==> run_1/metal_density.png <==
(6 px per um) The die is cut into 8 by 8 equal tiles; dark purple is low, yellow is high, scaled to the fullest tile. Values are wire area over tile area, all layers added.
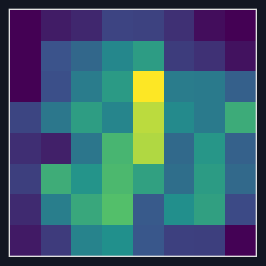
==> run_1/placement_by_type.png <==
(12 px per um)
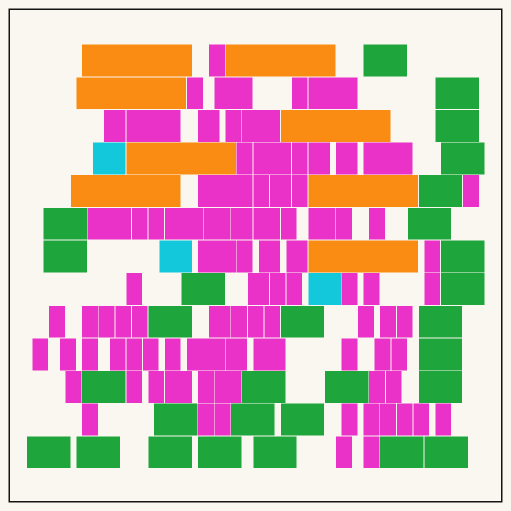
==> run_1/io_placement.png <==
(10 px per um) Pins as bars across the die edge, other pins in gray.
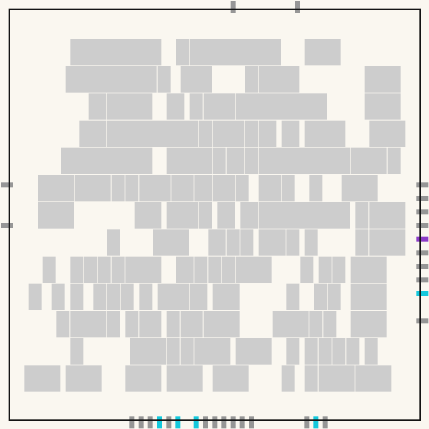
**config.mk**
```make
export PLATFORM = sky130hd
export DESIGN_NAME = rv32_hazard_flat
export DESIGN_NICKNAME = d
export VERILOG_FILES = /design/src/rtl/rv32_hazard_if.sv /design/src/rtl/rv32_hazard.sv /design/src/flat_wrapper.sv
export SDC_FILE = /design/constraint.sdc
export NUM_CORES = 1
export LEC_CHECK = 0
export ABC_AREA = 1
export CORE_UTILIZATION = 43
export CTS_CLUSTER_SIZE = 20
export DETAILED_ROUTE_END_ITERATION = 16
export GPL_ROUTABILITY_DRIVEN = 0
export PLACE_DENSITY = 0.84
export SYNTH_ARGS = -nofsm -noshare
export SYNTH_HDL_FRONTEND = slang
export SYNTH_SLANG_ARGS = --single-unit
```
**constraint.sdc**
```tcl
create_clock -name clk -period 4.5 [get_ports clk]
set_clock_uncertainty 0.05 [all_clocks]
set_input_delay 0.45 -clock clk [delete_from_list [all_inputs] [get_ports clk]]
set_output_delay 0.45 -clock clk [all_outputs]
set_load 0.005 [all_outputs]
```
**src/rtl/rv32_hazard_if.sv**
```systemverilog
// rv32_hazard_if -- bundle between the rv32 pipeline and its hazard controller.
//
// Ports:
//   decode_rs1_in / decode_rs2_in   source registers of the instruction at execute inputs
//   execute_mem_read_in / _rd_in    load flag and rd of the instruction at mem inputs
//   mem_branch_taken_in             mem resolved a taken branch/jump
//   dbus_req_in / dbus_ready_in     data-bus request and completion
//   *_stall_out / *_flush_out       per-stage hold and bubble controls
//   dbus_timeout_out                one-cycle abort pulse toward fetch
//   stall_cycles_out / flush_events_out  performance counters (only with RV32_HAZARD_PERF_EN)
//
// Modports: master = pipeline side, slave = hazard controller.
// Macro: RV32_HAZARD_PERF_EN adds the counter signals, CTR_WIDTH sizes them.
interface rv32_hazard_if #(
    parameter int CTR_WIDTH = 32
);
    logic [4:0] decode_rs1_in;
    logic [4:0] decode_rs2_in;
    logic       execute_mem_read_in;
    logic [4:0] execute_rd_in;
    logic       mem_branch_taken_in;
    logic       dbus_req_in;
    logic       dbus_ready_in;

    logic fetch_stall_out;
    logic decode_stall_out;
    logic execute_stall_out;
    logic mem_stall_out;
    logic fetch_flush_out;
    logic decode_flush_out;
    logic execute_flush_out;
    logic mem_flush_out;
    logic dbus_timeout_out;

`ifdef RV32_HAZARD_PERF_EN
    logic [CTR_WIDTH-1:0] stall_cycles_out;
    logic [CTR_WIDTH-1:0] flush_events_out;
`endif

    modport master (
`ifdef RV32_HAZARD_PERF_EN
        input  stall_cycles_out, flush_events_out,
`endif
        output decode_rs1_in, decode_rs2_in, execute_mem_read_in, execute_rd_in,
               mem_branch_taken_in, dbus_req_in, dbus_ready_in,
        input  fetch_stall_out, decode_stall_out, execute_stall_out, mem_stall_out,
               fetch_flush_out, decode_flush_out, execute_flush_out, mem_flush_out,
               dbus_timeout_out
    );

    modport slave (
`ifdef RV32_HAZARD_PERF_EN
        output stall_cycles_out, flush_events_out,
`endif
        input  decode_rs1_in, decode_rs2_in, execute_mem_read_in, execute_rd_in,
               mem_branch_taken_in, dbus_req_in, dbus_ready_in,
        output fetch_stall_out, decode_stall_out, execute_stall_out, mem_stall_out,
               fetch_flush_out, decode_flush_out, execute_flush_out, mem_flush_out,
               dbus_timeout_out
    );
endinterface

```
**src/rtl/rv32_hazard.sv**
```systemverilog
// rv32_hazard -- pipeline hazard controller for the rv32 core.
// Drives stall/flush for fetch, decode, execute and mem from load-use,
// taken-branch and data-bus wait conditions; flushes the pipe for
// FILL_CYCLES after reset and aborts a data-bus access on its
// DBUS_TIMEOUT-th wait cycle.
//
// Ports:
//   clk      clock, posedge
//   reset_n  asynchronous active-low reset
//   hz       rv32_hazard_if.slave (pipeline inputs, stage controls, abort pulse)
//
// Macro: RV32_HAZARD_PERF_EN adds stall-cycle and flush-event counters.
//
// state | meaning
// FILL  | post-reset flush of every stage, inputs ignored
// RUN   | normal operation, no access waiting
// DWAIT | data-bus access has been stalled at least one cycle
module rv32_hazard #(
    parameter int FILL_CYCLES  = 3,
    parameter int DBUS_TIMEOUT = 16
) (
    input logic         clk,
    input logic         reset_n,
    rv32_hazard_if.slave hz
);
    localparam int FW = (FILL_CYCLES > 1) ? $clog2(FILL_CYCLES + 1) : 1;
    localparam int WW = (DBUS_TIMEOUT > 2) ? $clog2(DBUS_TIMEOUT) : 1;
    localparam logic [FW-1:0] FILL_LAST = FW'(FILL_CYCLES - 1);
    localparam logic [WW-1:0] WAIT_LAST = WW'(DBUS_TIMEOUT - 1);

    typedef enum logic [1:0] {FILL, RUN, DWAIT} state_t;

    state_t        state_q, state_d;
    logic [FW-1:0] fill_cnt_q, fill_cnt_d;
    logic [WW-1:0] wait_cnt_q, wait_cnt_d;

    logic pend, load_use;
    logic stall_fd, stall_em, flush_fde, flush_m, timeout;
    logic stall_evt, flush_evt;

    assign pend     = hz.dbus_req_in & ~hz.dbus_ready_in;
    // No rs-used qualifier: unused operand fields may cause harmless stalls.
    assign load_use = hz.execute_mem_read_in && (hz.execute_rd_in != 5'd0) &&
                      ((hz.execute_rd_in == hz.decode_rs1_in) ||
                       (hz.execute_rd_in == hz.decode_rs2_in));

    always_comb begin
        stall_fd   = 1'b0;
        stall_em   = 1'b0;
        flush_fde  = 1'b0;
        flush_m    = 1'b0;
        timeout    = 1'b0;
        stall_evt  = 1'b0;
        flush_evt  = 1'b0;
        state_d    = state_q;
        fill_cnt_d = fill_cnt_q;
        wait_cnt_d = wait_cnt_q;
        case (state_q)
            FILL: begin
                flush_fde  = 1'b1;
                flush_m    = 1'b1;
                fill_cnt_d = fill_cnt_q + FW'(1);
                if (fill_cnt_q == FILL_LAST)
                    state_d = RUN;
            end
            default: begin
                // In RUN wait_cnt is 0, so the first wait cycle lands on 1.
                if (pend && (wait_cnt_q != WAIT_LAST)) begin
                    stall_fd   = 1'b1;
                    stall_em   = 1'b1;
                    stall_evt  = 1'b1;
                    state_d    = DWAIT;
                    wait_cnt_d = wait_cnt_q + WW'(1);
                end else begin
                    state_d    = RUN;
                    wait_cnt_d = '0;
                    if (pend) begin
                        timeout   = 1'b1;
                        flush_fde = 1'b1;
                        flush_m   = 1'b1;
                        flush_evt = 1'b1;
                    end else if (hz.mem_branch_taken_in) begin
                        flush_fde = 1'b1;
                        flush_evt = 1'b1;
                    end else if (load_use) begin
                        // Hold the consumer, drop a bubble into mem.
                        stall_fd  = 1'b1;
                        stall_evt = 1'b1;
                    end
                end
            end
        endcase
    end

    always_ff @(posedge clk or negedge reset_n) begin
        if (!reset_n) begin
            state_q    <= FILL;
            fill_cnt_q <= '0;
            wait_cnt_q <= '0;
        end else begin
            state_q    <= state_d;
            fill_cnt_q <= fill_cnt_d;
            wait_cnt_q <= wait_cnt_d;
        end
    end

    assign hz.fetch_stall_out   = stall_fd;
    assign hz.decode_stall_out  = stall_fd;
    assign hz.execute_stall_out = stall_em;
    assign hz.mem_stall_out     = stall_em;
    assign hz.fetch_flush_out   = flush_fde;
    assign hz.decode_flush_out  = flush_fde;
    // Load-use bubbles execute's output register without flushing upstream.
    assign hz.execute_flush_out = flush_fde | (stall_fd & ~stall_em);
    assign hz.mem_flush_out     = flush_m;
    assign hz.dbus_timeout_out  = timeout;

`ifdef RV32_HAZARD_PERF_EN
    logic [$bits(hz.stall_cycles_out)-1:0] stall_ctr_q;
    logic [$bits(hz.flush_events_out)-1:0] flush_ctr_q;

    always_ff @(posedge clk or negedge reset_n) begin
        if (!reset_n) begin
            stall_ctr_q <= '0;
            flush_ctr_q <= '0;
        end else begin
            if (stall_evt) stall_ctr_q <= stall_ctr_q + 1'b1;
            if (flush_evt) flush_ctr_q <= flush_ctr_q + 1'b1;
        end
    end

    assign hz.stall_cycles_out = stall_ctr_q;
    assign hz.flush_events_out = flush_ctr_q;
`endif
endmodule
```
**src/flat_wrapper.sv**
```systemverilog
// flat-port wrapper written by rule: the top's interface ports become plain ports
module rv32_hazard_flat 
#(
    parameter int FILL_CYCLES  = 3,
    parameter int DBUS_TIMEOUT = 16
)
  (clk, reset_n, hz_decode_rs1_in, hz_decode_rs2_in, hz_execute_mem_read_in, hz_execute_rd_in, hz_mem_branch_taken_in, hz_dbus_req_in, hz_dbus_ready_in, hz_fetch_stall_out, hz_decode_stall_out, hz_execute_stall_out, hz_mem_stall_out, hz_fetch_flush_out, hz_decode_flush_out, hz_execute_flush_out, hz_mem_flush_out, hz_dbus_timeout_out);
  rv32_hazard_if hz_i ();
  input logic clk;
  input logic reset_n;
  input wire logic [$bits(hz_i.decode_rs1_in)-1:0] hz_decode_rs1_in;
  input wire logic [$bits(hz_i.decode_rs2_in)-1:0] hz_decode_rs2_in;
  input wire logic [$bits(hz_i.execute_mem_read_in)-1:0] hz_execute_mem_read_in;
  input wire logic [$bits(hz_i.execute_rd_in)-1:0] hz_execute_rd_in;
  input wire logic [$bits(hz_i.mem_branch_taken_in)-1:0] hz_mem_branch_taken_in;
  input wire logic [$bits(hz_i.dbus_req_in)-1:0] hz_dbus_req_in;
  input wire logic [$bits(hz_i.dbus_ready_in)-1:0] hz_dbus_ready_in;
  output wire logic [$bits(hz_i.fetch_stall_out)-1:0] hz_fetch_stall_out;
  output wire logic [$bits(hz_i.decode_stall_out)-1:0] hz_decode_stall_out;
  output wire logic [$bits(hz_i.execute_stall_out)-1:0] hz_execute_stall_out;
  output wire logic [$bits(hz_i.mem_stall_out)-1:0] hz_mem_stall_out;
  output wire logic [$bits(hz_i.fetch_flush_out)-1:0] hz_fetch_flush_out;
  output wire logic [$bits(hz_i.decode_flush_out)-1:0] hz_decode_flush_out;
  output wire logic [$bits(hz_i.execute_flush_out)-1:0] hz_execute_flush_out;
  output wire logic [$bits(hz_i.mem_flush_out)-1:0] hz_mem_flush_out;
  output wire logic [$bits(hz_i.dbus_timeout_out)-1:0] hz_dbus_timeout_out;
  assign hz_i.decode_rs1_in = hz_decode_rs1_in;
  assign hz_i.decode_rs2_in = hz_decode_rs2_in;
  assign hz_i.execute_mem_read_in = hz_execute_mem_read_in;
  assign hz_i.execute_rd_in = hz_execute_rd_in;
  assign hz_i.mem_branch_taken_in = hz_mem_branch_taken_in;
  assign hz_i.dbus_req_in = hz_dbus_req_in;
  assign hz_i.dbus_ready_in = hz_dbus_ready_in;
  assign hz_fetch_stall_out = hz_i.fetch_stall_out;
  assign hz_decode_stall_out = hz_i.decode_stall_out;
  assign hz_execute_stall_out = hz_i.execute_stall_out;
  assign hz_mem_stall_out = hz_i.mem_stall_out;
  assign hz_fetch_flush_out = hz_i.fetch_flush_out;
  assign hz_decode_flush_out = hz_i.decode_flush_out;
  assign hz_execute_flush_out = hz_i.execute_flush_out;
  assign hz_mem_flush_out = hz_i.mem_flush_out;
  assign hz_dbus_timeout_out = hz_i.dbus_timeout_out;
  rv32_hazard #(.FILL_CYCLES(FILL_CYCLES), .DBUS_TIMEOUT(DBUS_TIMEOUT)) u_core (.clk(clk), .reset_n(reset_n), .hz(hz_i));
endmodule
```
==> job_summary.md, run 1 <==
## Synthesis and layout report

| Metric | Value |
|---|---|
| Outcome | completed |
| Crit path from | hz_execute_rd_in[4] |
| Non-Filler Cell Area, Final | 960.9 um2 |
| RSZ-0062 raised after global routing | false |
| Seq group | 109 uW |
| Hold Buf Count CTS | 0 |
| Yosys Instances | 99 |
| IO Pins | 30 |
| Die width | 40.94 um |
| Remaining Overflow, GRT | 0 |
| CP Cell Sequence | clkdlybuf4s50_1, inv_2, nand2_2, nand2_1, nor2_1, nand3_1, nand2_1, nand2_1, a21oi_1, clkdlybuf4s50_1 |
| Count of clock buffers in the final design | 3 |
| Die H | 40.94 um |
| Top pwr grp | combinational cells |
| Pint | 206.3 uW |
| Top cells, area | dfrtp_1 (31%), nand2_1 (14%), inv_1 (8.1%) |
| DRT iter0 DRCs | 10 |
| Largest regs | u_core.wait_cnt_q x4, u_core.fill_cnt_q x2, u_core.state_q x2 |
| Final non-clock buffer share | 30.21% |
| GRT met2 Usage | 38.67% |
| Worst Path Buf+Inv | 3 |
| Setup TNS | 0 ns |
| CP endpoint kind | primary output |
| DRT Pass-1 Iters | 3 |
| Worst reg2reg path startpoint | u_core.wait_cnt_q[0] |
| Total Routing Usage GR | 22.74% |
| Synthesized Nets | 122 |
| Slew Viols, Final | 0 |
| Top logic family | simple AND/OR/NAND/NOR gates |
| Clock-pin slew on the worst setup and hold paths | 0.05 ns |
| Area Growth Syn to Fin | 47.41% |
| CTS resizes | 0 |
| Setup ws final | 1.785 ns |
| WL/cell | 10.50 um |
| Vias | 657 |
| Final Net Count | 153 |
| Post-synthesis cell count | 99 |
| Mux cell area share | 1.536% |
| Combinational share of power | 49.0% |
| Setup WS pre-CTS | 1.776 ns |
Back to the opening pictures, metal_density.png:
The emptiest ninth of the die: north-west. 27% of the tiles are over half the peak. The densest ninth of the die: center. The mean over all tiles is 0.14.

Back to the opening pictures, placement_by_type.png:
other buffers and delay cells: in green, cells 29, share of their area 31%. flops: in orange, cells 8, share of their area 21%. combinational and other logic: in magenta, cells 88, share of their area 46%. clock drivers: in cyan, cells 3, share of their area 2.4%.

Back to the opening pictures, io_placement.png:
hz_decode_rs1_in: in cyan, pins 5, direction input, edge 4 south, 1 east. hz_fetch_flush_out: in purple, pins 1, direction output, edge east.
All pins by edge: 16 south, 10 east, 2 north, 2 west.

-- run 1: per-layer routing --
layer,share of wire [%],wire length (um)
met4,1.5,22
met3,5.6,84
met2,49,738
met5,0,0
met1,44,655
-- run 1: cell usage in the layout, fill, tap and decap left out --
master,netlist,routed
nand2_1,25,25
xor2_1,2,2
a22o_1,1,1
clkinv_1,1,1
xnor2_1,3,3
ha_1,2,2
clkbuf_4,0,3
nor2_4,2,2
dfrtp_1,8,8
nand2_2,2,2
nand3b_1,1,1
nor3_1,1,1
mux2i_1,1,1
nor2_1,14,14
nand4_1,1,1
nor2_2,2,2
clkdlybuf4s50_1,0,29
nand3_1,5,5
a21oi_1,3,3
o21ai_1,2,2
inv_2,6,6
inv_1,14,14
==> run 2, diff against run 1 <==
Settings changed: CORE_UTILIZATION 43 to 40, PLACE_DENSITY 0.84 to 0.79.
Clock period 4.5 ns to 2.8 ns, I/O delays scaled along.
==> run_2/clocks.png <==
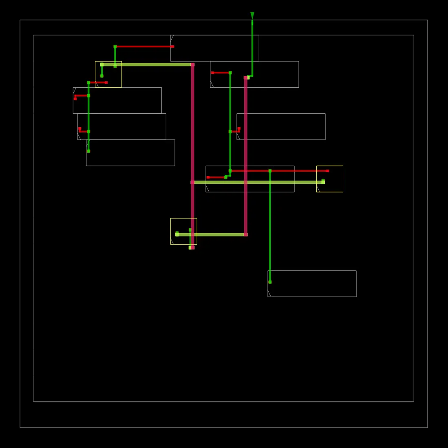
count of clock buffers in the final design: 3
# clock sinks: 8

==> job_summary.md, run 2 <==
## Synthesis and layout report

| Metric | Value |
|---|---|
| Die H | 42.37 um |
| Slew Viols, Final | 0 |
| Kind of critical path | input port to primary output |
| Top logic family | simple AND/OR/NAND/NOR gates |
| CP endpoint kind | primary output |
| Slew margin rel. | 75.38% |
| Highest metal used | met4 |
| Vias in the first global route | 611 |
| Post-synthesis cell count | 99 |
| Post-Route M1 WL | 625 um |
| DRT iter0 DRCs | 17 |
| Post-Synth Adder-Cell Area | 3.839% |
| Vias | 693 |
| Yosys Instances | 99 |
| Setup WS pre-CTS | 0.4367 ns |
| Die width | 42.37 um |
| Global Route met1 Usage | 18.31% |
| Largest regs | u_core.wait_cnt_q x4, u_core.fill_cnt_q x2, u_core.state_q x2 |
| Crit path from | hz_execute_rd_in[4] |
| Min Tclk post-route | 2.355 ns |
| Top cells, area | dfrtp_1 (31%), nand2_1 (14%), inv_1 (8.1%) |
| GRT met2 Usage | 33.85% |
| Largest net degree at the start of global routing | 10 |
| Mux cell area share | 1.536% |
| YS warnings | 0 |
| Area Growth Syn to Fin | 47.60% |
| Total Routing Usage GR | 18.87% |
| Yosys stat area | 651.9 um2 |
| CTS tree | yes |
| PD cells | 531.0 nW/um2 |
| DRT Pass-1 Iters | 4 |
| Peak ir drop on the vdd network | 371.9 uV |
| CTS resizes | 0 |
| Setup TNS | 0 ns |
| Setup ws final | 0.4452 ns |
| Most numerous logic cells after layout | clkdlybuf4s50_1 (29), nand2_1 (25), inv_1 (14), nor2_1 (14), dfrtp_1 (8) |
| First-pass GRT wire length | 2470 um |
| Max Cap Viol | 0 |
| H-tree depth | 1 |
| Hold Buf Count CTS | 0 |
| Max frequency | 424.7 MHz |
| Outcome | completed |
| Met3 routed WL | 95 um |
| Final Net Count | 153 |
| Logic area | 350.3 um2 |
| Worst reg2reg path startpoint | u_core.wait_cnt_q[0] |
| Latency at later pin | 0.26 ns |
| Clock-pin slew on the worst setup and hold paths | 0.06 ns |
| IO Pins | 30 |
| Non-Filler Cell Area, Final | 962.2 um2 |
| Synthesized Nets | 122 |
| RSZ-0062 raised after global routing | false |
| Routed wl met2 | 768 um |
| Cell row count | 14 |
| WL/cell | 10.68 um |
| Most numerous logic cell after layout | clkdlybuf4s50_1 |
| Remaining Overflow, GRT | 0 |
| Flop-to-flop setup slack | 1.41 ns |
==> run_2/placement_by_type.png <==
(12 px per um)
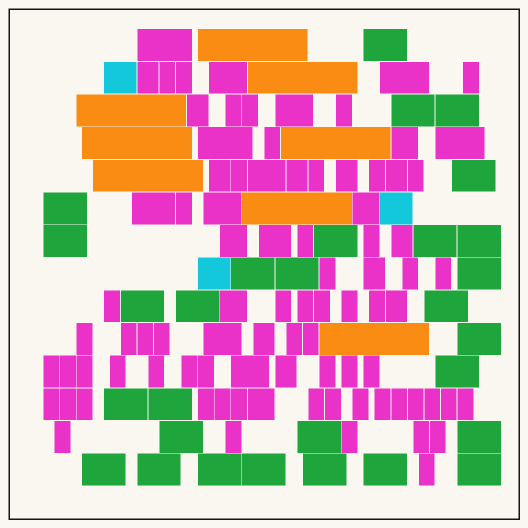
combinational and other logic: in magenta, cells 88, share of their area 46%. flops: in orange, cells 8, share of their area 21%. other buffers and delay cells: in green, cells 29, share of their area 31%. clock drivers: in cyan, cells 3, share of their area 2.4%.

## run 2: cell counts after synthesis
Identical to the previous run, type by type.
## run 2: where the power goes
group	internal [mW]	switching [mW]	leakage, nW	total, mW
Combinational	0.133	0.114	0.380	0.247
Sequential	0.150	0.0242	0.103	0.174
Clock	0.0491	0.0405	0.0138	0.0896
Total	0.332	0.179	0.497	0.511
## run 2: layout make-up
type,instances,area share [%]
clock buffer,3,2.341
multi-input combinational,67,36.41
tap,16,2.081
timing repair buffer,29,30.17
inverter,21,8.192
sequential,8,20.81
## run 2: critical path, cell delays in order
cell and delay (ns):
clkdlybuf4s50_1 0.54, inv_2 0.06, nand2_2 0.05, nand2_1 0.05, nor2_1 0.11, nand3_1 0.08, nand2_1 0.07, nand2_1 0.06
a21oi_1 0.19, clkdlybuf4s50_1 0.54
Power and IR drop assume default switching activity.
